### config.mk
export PLATFORM = sky130hd
export DESIGN_NAME = uart_rx_fifo
export DESIGN_NICKNAME = d
export VERILOG_FILES = /design/src/rtl/uart_pkg.sv /design/src/rtl/uart_fifo.sv /design/src/rtl/uart_rx_fifo.sv
export SDC_FILE = /design/constraint.sdc
export NUM_CORES = 1
export LEC_CHECK = 0
export ABC_CLOCK_PERIOD_IN_PS = 2300
export CORE_MARGIN = 2
export CORE_UTILIZATION = 45
export DETAILED_ROUTE_END_ITERATION = 7
export GPL_TIMING_DRIVEN = 0
export PLACE_DENSITY = 0.65
export SLEW_MARGIN = 40
export SYNTH_ARGS = -nofsm -noshare
export SYNTH_HDL_FRONTEND = slang
export SYNTH_HIERARCHICAL = 1
export SYNTH_SLANG_ARGS = --single-unit
### constraint.sdc
create_clock -name clk_i -period 2.3 [get_ports clk_i]
set_clock_uncertainty 0.2 [all_clocks]
set_input_delay 0.345 -clock clk_i [delete_from_list [all_inputs] [get_ports clk_i]]
set_output_delay 0.345 -clock clk_i [all_outputs]
set_load 0.02 [all_outputs]
### src/rtl/uart_pkg.sv
// Shared UART definitions: receiver state encoding and bit-period helper.
// Used by both the receiver and the transmitter.
package uart_pkg;

    typedef enum logic [1:0] {
        IDLE,
        START,
        DATA,
        STOP
    } rx_state_e;

    function automatic int unsigned calc_div(
        input int unsigned clk_freq,
        input int unsigned baud
    );
        return clk_freq / baud;
    endfunction

endpackage

### src/rtl/uart_fifo.sv
// First-word-fall-through FIFO with extra-MSB wrap pointers.
// A push into a full FIFO is accepted only when a pop frees a slot.
module uart_fifo #(
    parameter int WIDTH = 8,
    parameter int DEPTH = 4
) (
    input  logic             clk_i,
    input  logic             rst_ni,
    input  logic             push_i,
    input  logic [WIDTH-1:0] wr_data_i,
    input  logic             pop_i,
    output logic [WIDTH-1:0] rd_data_o,
    output logic             full_o,
    output logic             empty_o,
    output logic             drop_o
);

    localparam int AW = $clog2(DEPTH);

    logic [AW:0]      wr_ptr_q;
    logic [AW:0]      rd_ptr_q;
    logic [WIDTH-1:0] mem_q [DEPTH];
    logic             do_pop;
    logic             do_push;

    assign empty_o = (wr_ptr_q == rd_ptr_q);
    assign full_o  = (wr_ptr_q[AW] != rd_ptr_q[AW]) &&
                     (wr_ptr_q[AW-1:0] == rd_ptr_q[AW-1:0]);

    assign do_pop  = pop_i & ~empty_o;
    assign do_push = push_i & (~full_o | do_pop);
    assign drop_o  = push_i & ~do_push;

    // Gated so the read port shows zero whenever nothing is stored
    assign rd_data_o = empty_o ? '0 : mem_q[rd_ptr_q[AW-1:0]];

    always_ff @(posedge clk_i or negedge rst_ni) begin
        if (!rst_ni) begin
            wr_ptr_q <= '0;
            rd_ptr_q <= '0;
        end else begin
            if (do_push) begin
                wr_ptr_q <= wr_ptr_q + 1'b1;
            end
            if (do_pop) begin
                rd_ptr_q <= rd_ptr_q + 1'b1;
            end
        end
    end

    always_ff @(posedge clk_i) begin
        if (do_push) begin
            mem_q[wr_ptr_q[AW-1:0]] <= wr_data_i;
        end
    end

endmodule

### src/rtl/uart_rx_fifo.sv
// 8N1 UART receiver with mid-bit sampling feeding a FWFT receive FIFO.
// Sticky frame-error and overrun flags, cleared by clr_err_i.
module uart_rx_fifo
    import uart_pkg::*;
#(
    parameter int unsigned CLK_FREQ   = 25_000_000,
    parameter int unsigned BAUDRATE   = 115200,
    parameter int unsigned FIFO_DEPTH = 4
) (
    input  logic       clk_i,
    input  logic       rst_ni,
    input  logic       ser_rx_i,
    output logic       rd_valid_o,
    output logic [7:0] rd_data_o,
    input  logic       rd_ready_i,
    output logic       frame_err_o,
    output logic       overrun_o,
    input  logic       clr_err_i
);

    localparam int unsigned DIV  = calc_div(CLK_FREQ, BAUDRATE);
    localparam int unsigned HALF = DIV / 2;
    localparam int          CW   = $clog2(DIV + 1);

    // Counter expires on the cycle it reads zero, so load period minus one
    localparam logic [CW-1:0] DIV_LD  = CW'(DIV - 1);
    localparam logic [CW-1:0] HALF_LD = CW'(HALF - 1);

    logic [1:0]    sync_q;
    logic          rx_s;
    logic          rx_prev_q;
    logic          fall;

    rx_state_e     state_q;
    logic [CW-1:0] cnt_q;
    logic [2:0]    bit_idx_q;
    logic [7:0]    shift_q;
    logic          expired;

    logic          push;
    logic          frame_set;
    logic          fifo_empty;
    logic          fifo_full;
    logic          fifo_drop;
    logic          frame_err_q;
    logic          overrun_q;

    assign rx_s    = sync_q[1];
    assign fall    = rx_prev_q & ~rx_s;
    assign expired = (cnt_q == '0);

    always_ff @(posedge clk_i or negedge rst_ni) begin
        if (!rst_ni) begin
            sync_q    <= 2'b11;
            rx_prev_q <= 1'b1;
        end else begin
            sync_q    <= {sync_q[0], ser_rx_i};
            rx_prev_q <= rx_s;
        end
    end

    always_ff @(posedge clk_i or negedge rst_ni) begin
        if (!rst_ni) begin
            state_q   <= IDLE;
            cnt_q     <= '0;
            bit_idx_q <= '0;
            shift_q   <= '0;
        end else begin
            unique case (state_q)
                IDLE: begin
                    if (fall) begin
                        cnt_q   <= HALF_LD;
                        state_q <= START;
                    end
                end
                START: begin
                    if (!expired) begin
                        cnt_q <= cnt_q - 1'b1;
                    end else if (!rx_s) begin
                        cnt_q     <= DIV_LD;
                        bit_idx_q <= '0;
                        state_q   <= DATA;
                    end else begin
                        state_q <= IDLE;
                    end
                end
                DATA: begin
                    if (!expired) begin
                        cnt_q <= cnt_q - 1'b1;
                    end else begin
                        shift_q <= {rx_s, shift_q[7:1]};
                        cnt_q   <= DIV_LD;
                        if (bit_idx_q == 3'd7) begin
                            state_q <= STOP;
                        end else begin
                            bit_idx_q <= bit_idx_q + 1'b1;
                        end
                    end
                end
                STOP: begin
                    if (!expired) begin
                        cnt_q <= cnt_q - 1'b1;
                    end else begin
                        state_q <= IDLE;
                    end
                end
                default: state_q <= IDLE;
            endcase
        end
    end

    // Stop-bit decision feeds the FIFO directly so the byte shows next cycle
    assign push      = (state_q == STOP) & expired & rx_s;
    assign frame_set = (state_q == STOP) & expired & ~rx_s;

    uart_fifo #(
        .WIDTH(8),
        .DEPTH(int'(FIFO_DEPTH))
    ) u_fifo (
        .clk_i    (clk_i),
        .rst_ni   (rst_ni),
        .push_i   (push),
        .wr_data_i(shift_q),
        .pop_i    (rd_ready_i),
        .rd_data_o(rd_data_o),
        .full_o   (fifo_full),
        .empty_o  (fifo_empty),
        .drop_o   (fifo_drop)
    );

    assign rd_valid_o = ~fifo_empty;

    always_ff @(posedge clk_i or negedge rst_ni) begin
        if (!rst_ni) begin
            frame_err_q <= 1'b0;
            overrun_q   <= 1'b0;
        end else begin
            frame_err_q <= frame_set | (frame_err_q & ~clr_err_i);
            overrun_q   <= fifo_drop | (overrun_q & ~clr_err_i);
        end
    end

    assign frame_err_o = frame_err_q;
    assign overrun_o   = overrun_q;

endmodule

M1 wires:
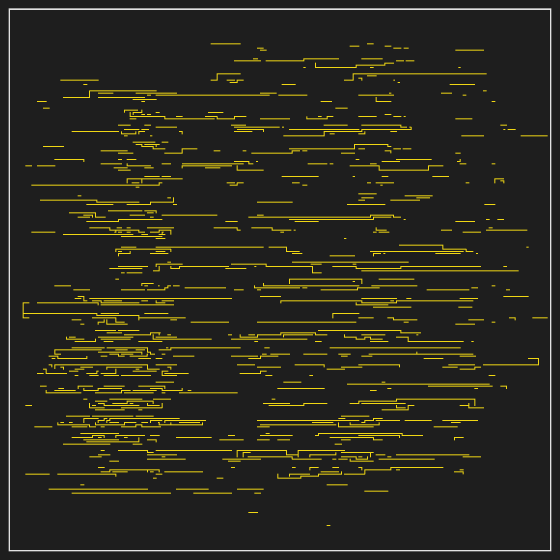
- share of all routed wire: 45%
- main direction: horizontal
- wire length on this layer: 2350 um
- longest straight run: 24.8 um

Wire density map:
Scale bar: 20 um. The die is cut into 17 by 17 equal tiles; dark blue is low, red is high, scaled to the fullest tile. Values are wire area over tile area, all layers added.
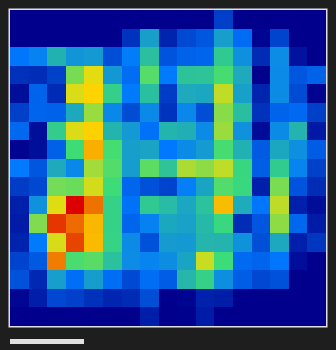
- densest ninth of the die: left middle
- emptiest ninth of the die: bottom right
- mean over tiles: 0.11
- tiles over half the peak: 16%
Total GRT Usage: 15.9%
routed wire length: 5240 um
Vias: 1827

==> job_summary.md <==
### Yosys + OpenROAD results

| Metric | Value |
|---|---|
| Area grow syn2layout | 23.6% |
| Pins Over Slew Limit | 0 |
| Root Buffer | clkbuf_8 |
| Rows | 29 |
| # setup viols final | 1 |
| Met2 WL | between 2000 and 3000 um |
| Core Box Area | between 0.006 and 0.007 mm2 |
| Cell Chain, Critical Path | buf_12 -> buf_6 -> mux4_2 -> and2b_1 -> buf_6 |
| Ant. Diodes | 0 |
| Most used logic cell in the final layout | edfxtp_1 |
| Logic share of the area | 33.4% |
| Iter 0 DRT Violations | 71 |
| First-pass DRT Iterations | 6 |
| Flip-flops | approximately 64 |
| Startpoint Class | flop |
| Worst Path Max Fanout | 5 |
| Tapcells | 77 |
| WP depth | 5 |
| WL per Instance | 15.4 um |
| Hold EP | sync_q[1] |
| Die height | around 86 um |
| Actual slew at the worst max-slew pin | 0.610 ns |
| Leak | 0.00149 uW |
| Layout fillers | about 510 |
| Clock buffer count | 11 |
| Inverters excl. clock | 12 |
| Crit path kind | flop to output port |
| Sw Share | about 36% |
| Hold Crit Class | flop to flop |
| Run status | finished, violations left |
| Final hold vios | 0 |
| Crit path largest cell delay | 0.47 ns |
| Clock Power | around 950 uW |
| Postcts setup bufs | 11 |
| Share of layout cells above drive strength 1 | 31.6% |
| Syn Area/Cell | approximately 14 um2 |
| Failing checks | setup timing |
| ANT nets after route | 0 |
| Delay-heaviest family, CP | multiplexers |
| Clk pwr share | 21.2% |
| Clk tree area frac | 5.31% |
| Worst R2R Path Depth | 6 |
| IO Port Bufs | 15 |
| Vias per cell | 5.37 |
| Cell Count, Final, Fillers Out | 340 |
| WP data required | 1.75 ns |
| Final Cycle Share | 101% |
| Fin crit period | 2.32 ns |
| Sequential share of power | between 30 and 40% |
| P_sw | 1600 uW |
| Worst setup path startpoint | u_fifo/rd_ptr_q[0] |
| DRC | 0 |
| Worst skew pair latency | 0.34 ns |
| Cell class with the largest area share | flip-flops and latches |
| Slowest library cell on the worst path | mux4_2 |
| CTS Buf Count | 9 |
| CTS tree | built |
| Post-CTS resize count | 54 |
| Crit path buf inv count | 3 |
| Seq area share | ~47% |
| Storage cell area | 0.00177 mm2 |
| Combinational power | slightly above 2000 uW |
| Met3 GRT Util | 3.46% |
| Inst Count DP | 306 |
| PwrDens | 1210 mW/mm2 |
| Max_cap viols | 0 |
| Floorplan Utilization | a little under half |
| Clk buf depth | 2 |
| P_int | 2890 uW |
| Crit path capture | rd_data_o[5] |
| CTS sink cnt | 64 |
| Syn nets | 231 |
| GP Congestion | between 0.8 and 0.9 |
| Finished Cell Area | around 0.0037 mm2 |
| Reg clk slew, reported paths | roughly 0.07 ns |
| # IOs | 16 |
| GR Util met2 | 26.3% |
| WP data arrival | 1.77 ns |
| Global Route met1 Usage | 19.9% |
| Die span in x | roughly 86 um |
| Most common logic cells in the final layout | 32 x edfxtp_1, 28 x dfrtp_1, 14 x buf_4 |
| Max reg flops | 32 |
| Worst hold stages | 0 |
| CP Capture Type | output port |
| Logic pwr share | 46.1% |
| First-pass GRT wire length | 8720 um |
| Seq power | 1470 uW |
| Max Used Layer | met4 |
| Chip area | 0.00736 mm2 |
| WL met3 | 140 um |
| Top Consumer | combinational logic |
| RR Endpoint | u_fifo/mem_q[3][4] |
| Min-delay src | sync_q[0] |
| Vias in the first global route | 1808 |
| Hold_ws | 0.160 ns |
| Timing-limited maximum frequency | 0.432 GHz |
| CTS H-tree depth | 3 |
| Logic area | 0.00124 mm2 |
| Metal1 wirelength | around 2400 um |
| Final Core Density | between 50% and 60% |
| Maximum vdd ir drop | approximately 0.53 mV |
| Setup WS pre-CTS | -0.312 ns |
| Slew margin rel. | roughly three fifths |
| FF-to-FF Start | cnt_q[0] |
| Fin nets | 276 |
| Layout non-clock buf frac | 10.0% |
| Worst Setup Slack, final | -0.0156 ns |
| Yosys warns | 6 |
Power and IR drop assume default switching activity.
